===== config.mk =====
export PLATFORM = sky130hd
export DESIGN_NAME = div_ctrl
export DESIGN_NICKNAME = d
export VERILOG_FILES = /design/src/rtl/div_ctrl_pkg.sv /design/src/rtl/div_result_fmt.sv /design/src/rtl/div_ctrl.sv
export SDC_FILE = /design/constraint.sdc
export NUM_CORES = 1
export LEC_CHECK = 0
export CORE_AREA = 8 8 176 178
export DETAILED_ROUTE_END_ITERATION = 10
export DIE_AREA = 0 0 184 186
export GPL_ROUTABILITY_DRIVEN = 0
export PLACE_DENSITY = 0.69
export SYNTH_ARGS = -nofsm -noshare
export SYNTH_HDL_FRONTEND = slang
export SYNTH_SLANG_ARGS = --single-unit

===== constraint.sdc =====
create_clock -name clk -period 1.5 [get_ports clk]
set_input_delay 0.3 -clock clk [delete_from_list [all_inputs] [get_ports clk]]
set_output_delay 0.3 -clock clk [all_outputs]
set_load 0.005 [all_outputs]

===== src/rtl/div_ctrl_pkg.sv =====
// rtl/div_ctrl_pkg.sv - shared types and constants for the RV64M divide controller
package div_ctrl_pkg;

  typedef enum logic [1:0] {
    S_IDLE  = 2'd0,
    S_ISSUE = 2'd1,
    S_WAIT  = 2'd2,
    S_RESP  = 2'd3
  } state_e;

  // in_op = {is_word, is_unsigned, is_rem}
  localparam int OP_REM  = 0;
  localparam int OP_UNS  = 1;
  localparam int OP_WORD = 2;

  localparam logic [2:0] OPC_DIV   = 3'b000;
  localparam logic [2:0] OPC_REM   = 3'b001;
  localparam logic [2:0] OPC_DIVU  = 3'b010;
  localparam logic [2:0] OPC_REMU  = 3'b011;
  localparam logic [2:0] OPC_DIVW  = 3'b100;
  localparam logic [2:0] OPC_REMW  = 3'b101;
  localparam logic [2:0] OPC_DIVUW = 3'b110;
  localparam logic [2:0] OPC_REMUW = 3'b111;

  // W ops divide the low word; signedness decides how it is widened for divu
  function automatic logic [63:0] extend_operand(input logic [2:0] op, input logic [63:0] v);
    logic [63:0] r;
    r = v;
    if (op[OP_WORD]) begin
      r = op[OP_UNS] ? {32'd0, v[31:0]} : {{32{v[31]}}, v[31:0]};
    end
    return r;
  endfunction

endpackage


===== src/rtl/div_result_fmt.sv =====
// rtl/div_result_fmt.sv - quotient/remainder select with W-op sign extension
module div_result_fmt (
  input  logic        is_rem_i,
  input  logic        is_word_i,
  input  logic [63:0] quotient_i,
  input  logic [63:0] remainder_i,
  output logic [63:0] result_o
);

  logic [63:0] sel;

  assign sel      = is_rem_i ? remainder_i : quotient_i;
  assign result_o = is_word_i ? {{32{sel[31]}}, sel[31:0]} : sel;

endmodule


===== src/rtl/div_ctrl.sv =====
// rtl/div_ctrl.sv - issue/writeback controller for the iterative divider divu
// Optional macro DIV_CTRL_FASTPATH_EN: divide-by-zero answered locally without divu.
module div_ctrl
  import div_ctrl_pkg::*;
#(
  parameter int TAG_W = 5
) (
  input  logic             clk,
  input  logic             rst_n,
  input  logic             flush,
  input  logic             in_valid,
  output logic             in_ready,
  input  logic [2:0]       in_op,
  input  logic [63:0]      in_rs1,
  input  logic [63:0]      in_rs2,
  input  logic [TAG_W-1:0] in_tag,
  output logic             out_valid,
  input  logic             out_ready,
  output logic [TAG_W-1:0] out_tag,
  output logic [63:0]      out_data,
  output logic             div_flush,
  output logic             div_valid,
  output logic             div_signed,
  output logic [63:0]      dividend,
  output logic [63:0]      divisor,
  input  logic [63:0]      quotient,
  input  logic [63:0]      remainder,
  input  logic             div_o_valid,
  output logic             div_o_ready
);

  state_e             state_q, state_d;
  logic [2:0]         op_q;
  logic [TAG_W-1:0]   tag_q;
  logic [63:0]        dividend_q, divisor_q, out_data_q;
  logic [63:0]        rs1_ext, rs2_ext, fmt_result, fast_result;
  logic               accept, take_result, go_fast;

  assign rs1_ext = extend_operand(in_op, in_rs1);
  assign rs2_ext = extend_operand(in_op, in_rs2);

  div_result_fmt u_fmt (
    .is_rem_i    (op_q[OP_REM]),
    .is_word_i   (op_q[OP_WORD]),
    .quotient_i  (quotient),
    .remainder_i (remainder),
    .result_o    (fmt_result)
  );

`ifdef DIV_CTRL_FASTPATH_EN
  div_result_fmt u_fast_fmt (
    .is_rem_i    (in_op[OP_REM]),
    .is_word_i   (in_op[OP_WORD]),
    .quotient_i  ('1),
    .remainder_i (rs1_ext),
    .result_o    (fast_result)
  );
  assign go_fast = (rs2_ext == 64'd0);
`else
  assign fast_result = '0;
  assign go_fast     = 1'b0;
`endif

  always_comb begin
    state_d     = state_q;
    in_ready    = 1'b0;
    out_valid   = 1'b0;
    div_valid   = 1'b0;
    div_o_ready = 1'b0;
    accept      = 1'b0;
    take_result = 1'b0;
    unique case (state_q)
      S_IDLE: begin
        in_ready = 1'b1;
        if (in_valid) begin
          accept  = 1'b1;
          state_d = go_fast ? S_RESP : S_ISSUE;
        end
      end
      S_ISSUE: begin
        div_valid = 1'b1;
        state_d   = S_WAIT;
      end
      S_WAIT: begin
        div_o_ready = 1'b1;
        if (div_o_valid) begin
          take_result = 1'b1;
          state_d     = S_RESP;
        end
      end
      S_RESP: begin
        out_valid = 1'b1;
        if (out_ready) state_d = S_IDLE;
      end
      default: state_d = S_IDLE;
    endcase
    // Flush wins over everything, but the held operands are left untouched.
    if (flush) begin
      state_d     = S_IDLE;
      out_valid   = 1'b0;
      div_valid   = 1'b0;
      accept      = 1'b0;
      take_result = 1'b0;
    end
  end

  always_ff @(posedge clk or negedge rst_n) begin
    if (!rst_n) begin
      state_q    <= S_IDLE;
      op_q       <= OPC_DIVU;
      tag_q      <= '0;
      dividend_q <= '0;
      divisor_q  <= 64'd1;
      out_data_q <= '0;
    end else begin
      state_q <= state_d;
      if (accept) begin
        op_q       <= in_op;
        tag_q      <= in_tag;
        dividend_q <= rs1_ext;
        divisor_q  <= rs2_ext;
        if (go_fast) out_data_q <= fast_result;
      end
      if (take_result) out_data_q <= fmt_result;
    end
  end

  assign div_flush  = flush;
  assign div_signed = ~op_q[OP_UNS];
  assign dividend   = dividend_q;
  assign divisor    = divisor_q;
  assign out_data   = out_data_q;
  assign out_tag    = tag_q;

endmodule


==> results.py <==
# Flow results
metrics = {
    "critical_path": {
        "path_common_cell": "buf_4",
        "endpoint_kind": "flop",
        "slowest_stage": "dfrtp_1",
        "arrival_ns": 2.13,
        "cp_max_fo": 13,
        "crit_type": "reg2reg",
        "critPathMaxStageDelay_ns": 0.41,
        "required_ns": 1.88,
        "cp_cell_sequence": "buf_4 -> ha_4 -> nand2_4 -> buf_4 -> nor3_4 -> buf_4 -> buf_16 -> a221o_1",
        "start_kind": "flop",
        "path_buffers": 4,
        "critPathTopFamily": "buffers and inverters",
    },
    "layout": {
        "num-nonclk-inverters": 5,
        "largest_class": "non-clock buffers",
        "nNonClkBuffers": 607,
        "final_nets": 1672,
        "most-common-layout-cells": "268 x clkdlybuf4s50_1, 199 x dfrtp_1, 163 x nand2_1",
        "clkbuf_count": 34,
        "final_cells": 1795,
        "final-nonclk-buf-share": 0.379,
        "clockNetworkAreaShare": 0.0433,
        "layout.area.comb_um2": 4270,
        "comb_cells": 558,
        "flop_area_um2": 5060,
        "area_delta_synth_final_pct": 92.7,
        "n_fill_cell": 2267,
        "design.seq.count": 202,
        "lay_top_count": "clkdlybuf4s50_1",
        "antenna_cells": 0,
        "layout-drive-gt1-share": 0.294,
        "comb_area_frac": 0.251,
        "finish.instance_area_um2": 17000,
    },
    "floorplan": {
        "rows": 62,
        "fp_util": 0.313,
        "die_w_um": 184,
        "tapCellCount": 384,
        "die_y_um": 186,
        "core_area_um2": 28200,
        "dieArea_um2": 34200,
    },
    "synthesis": {
        "async_flop_share": 1.00,
        "ys_cells": 827,
        "synth.area.mux_share": 0.0877,
        "synthFlopType": "dfrtp_1",
        "netlist.area_leader.share": 0.567,
        "yosys.area_share.aoi": 0.0926,
        "synth_xor_xnor_area_share": 0,
        "syn_area_per_cell_um2": 10.7,
        "topCellsByArea": "dfrtp_1 57%, nand2_1 12%, mux2_4 4.3%",
        "yosysTopAreaCell": "dfrtp_1",
        "ys_chip_area_um2": 8830,
        "synth-simple-area-share": 0.192,
        "ys_seq_share": 0.573,
        "synth.comb.largest_family": "simple AND/OR/NAND/NOR gates",
        "most_common_cell": "nand2_1",
        "synth_flops": 202,
        "syn_inst": 827,
        "synth_adder_area_share": 0.00709,
        "synth_cell_type_count": 33,
        "ys_warn_count": 0,
        "synthTopCellsByCount": "278 x nand2_1, 200 x dfrtp_1, 64 x nand3_1",
        "edf_count": 0,
        "syn-cell-area_um2": 8830,
        "fp_nets": 1102,
    },
    "routing": {
        "dr.max_layer_used": "met4",
        "drc_errors": 0,
        "route.met3.wl_um": 2550,
        "ant_nets": 0,
        "dr.pass1.iters": 4,
        "wl_met1_um": 14800,
        "dr_wl_met2_um": 20600,
        "drt_iter0_drc": 370,
        "vias_per_cell": 4.83,
    },
    "sta": {
        "timing_hold_violations_final": 0,
        "setup_viol": 170,
        "rsz0062_at_grt": "true",
        "worst_pin_slew_ns": 0.492,
        "fin_skew_ns": 0.0110,
        "max_slew_margin": 0.672,
        "fin_ws_ns": -0.251,
        "whs_ns": 0.299,
        "max_freq_ghz": 0.571,
        "finalCriticalPeriod_ns": 1.75,
        "maxSlewViolCount": 0,
        "min_period_over_period": 1.17,
        "final.setup.tns_ns": -28.03,
    },
    "global_routing": {
        "grt_max_degree": 51,
        "grt-ovfl-total": 0,
        "grt_antenna_before_repair": 0,
        "busiest_layer": "met2",
        "gr-usage-met3": 0.0474,
        "grt.met1_usage": 0.236,
        "met2_usage": 0.367,
        "grt_pass1_wl_um": 54100,
        "grt_pass1_vias": 9024,
    },
    "clock_network": {
        "cts_root_buffer": "clkbuf_16",
        "cts_inserted_buffers": 23,
        "holdBufCountCts": 1,
        "clock_latency_ns": 0.50,
        "tritoncts": "done",
        "cts.clk_slew.worst_paths_ns": 0.06,
        "post_cts_resized": 384,
        "cts.htree.levels": 1,
        "post-cts-setup-buffers": 27,
        "clockBufferDepth": 3,
        "numClockSinks": 202,
    },
    "power": {
        "pwr-share-comb": 0.452,
        "switching_share": 0.330,
        "p_leak_uw": 0.00822,
        "powerComb_uw": 12300,
        "seq_power_share": 0.347,
        "p_sw_uw": 9010,
        "p_int_uw": 18300,
        "pg_seq_uw": 9470,
        "pwr-share-clk": 0.201,
        "p_total_uw": 27300,
        "power_density_nw_per_um2": 1600,
        "p_clk_uw": 5480,
        "vdd.ir_drop.worst_mv": 0.920,
        "power.group.top": "combinational logic",
    },
    "placed_design": {
        "dpl_cell_area_um2": 14400,
        "pre_cts_slack_ns": -0.414,
        "dp.cells": 1685,
        "dp_hpwl_um": 26400,
    },
    "min_path": {
        "hp-class": "in2reg",
    },
    "run": {
        "warning_count": 32,
        "cap_violations": 0,
    },
    "run_status": {
        "violations": "negative setup slack",
        "status": "complete, but fails checks",
    },
}
==> path summary, 6_finish.rpt <==
kind | start | endpoint | slack [ns] | cells past startpoint
max in group asynchronous | rst_n | divisor[24]$_DFFE_PN0P_ | 0.52 | 3
min in group asynchronous | rst_n | divisor[16]$_DFFE_PN0P_ | 0.38 | 2
setup reg to reg | state_q[1]$_DFFE_PN0P_ | out_data[33]$_DFFE_PN0P_ | -0.25 | 8
hold reg to reg | dividend[7]$_DFFE_PN0P_ | dividend[7]$_DFFE_PN0P_ | 0.47 | 2
hold / removal | in_rs2[0] | divisor[0]$_DFFE_PN1P_ | 0.30 | 3
setup / recovery | state_q[1]$_DFFE_PN0P_ | out_data[33]$_DFFE_PN0P_ | -0.25 | 8
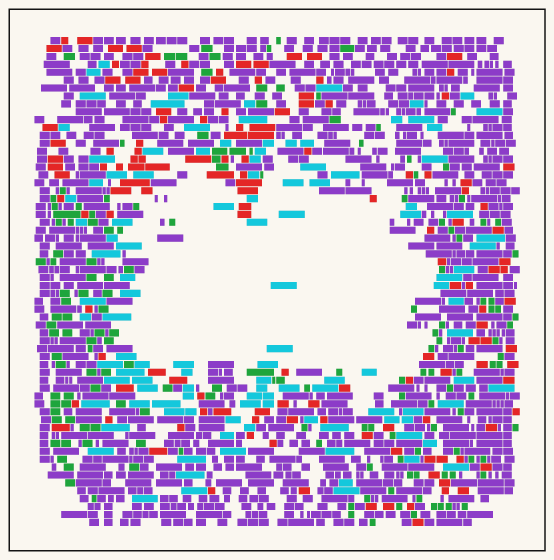
Figure 1: cells by drive strength.
size	colour	cells	share
_6 and larger	cyan	114	8.1%
_0 and _1 cells	purple	996	71%
_3 and _4 cells	red	138	9.8%
_2 cells	green	163	12%

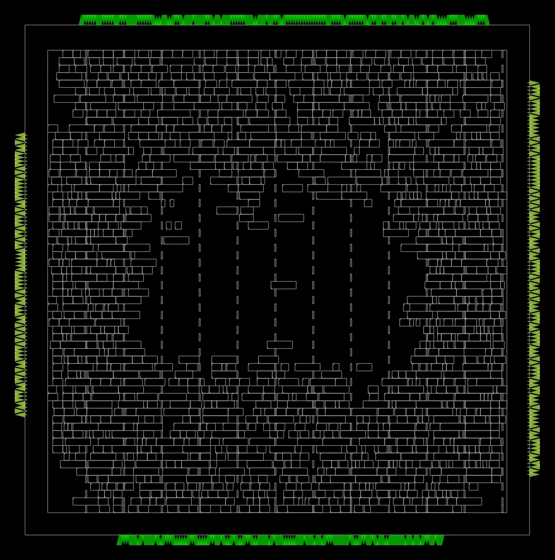
Figure 2: cell outlines without signal wires.
Seq area share: 0.298
final core utilization: 0.602

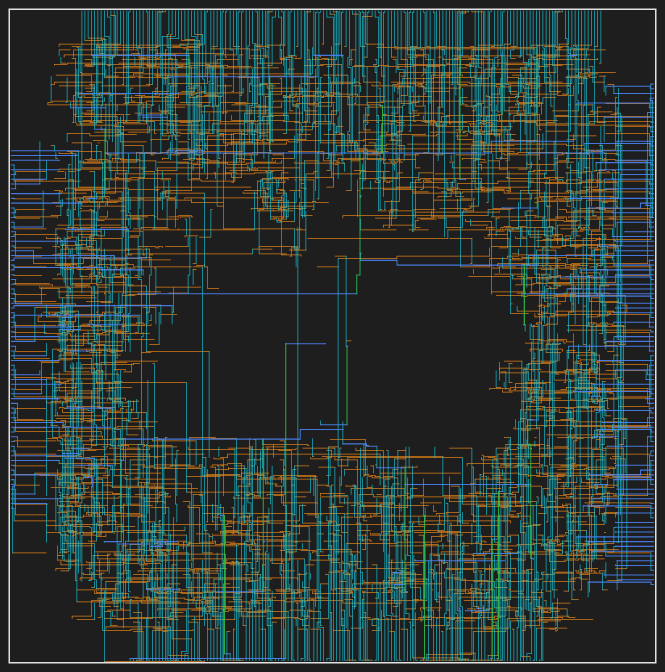
Figure 3: wiring by layer.
layer	colour	wire length
metal 3	blue	2550 um
metal 1	orange	14800 um
metal 2	cyan	20.6 mm
metal 4	green	646 um
WL per Instance: 21.5 um
via count: 8674
final WL: 38600 um
GR Util All Layers: 0.202

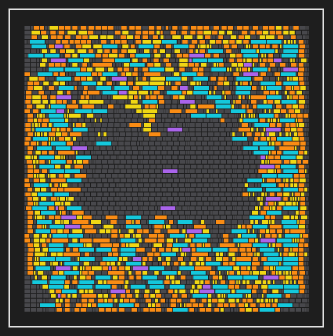
Figure 4: placement by cell class.
Fill, decap, tap and diode cells in grey.
class	colour	cells	share of their area
other buffers and delay cells	orange	607	39%
clock drivers and dummy loads	purple	39	4.5%
combinational and other logic	yellow	563	26%
flops	cyan	202	31%

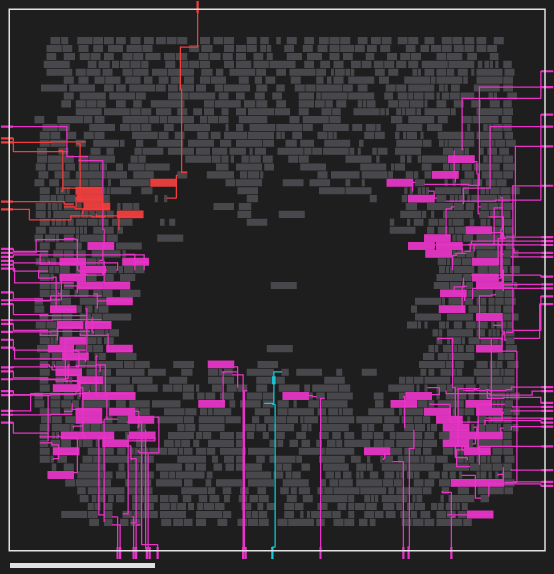
Figure 5: wires at chosen ports, followed through buffers.
The bar under the picture is 50 um long.
port	colour	bits	direction	end cells	buffers	wire
div_signed	cyan	1	output	1	1	68.5 um
dividend	magenta	64	output	64	64	3160 um
out_tag	red	5	output	5	5	288 um
ports placed on the boundary: 473
IO buf count: 472

No activity file was given, so power comes from the tool's default toggle rates.
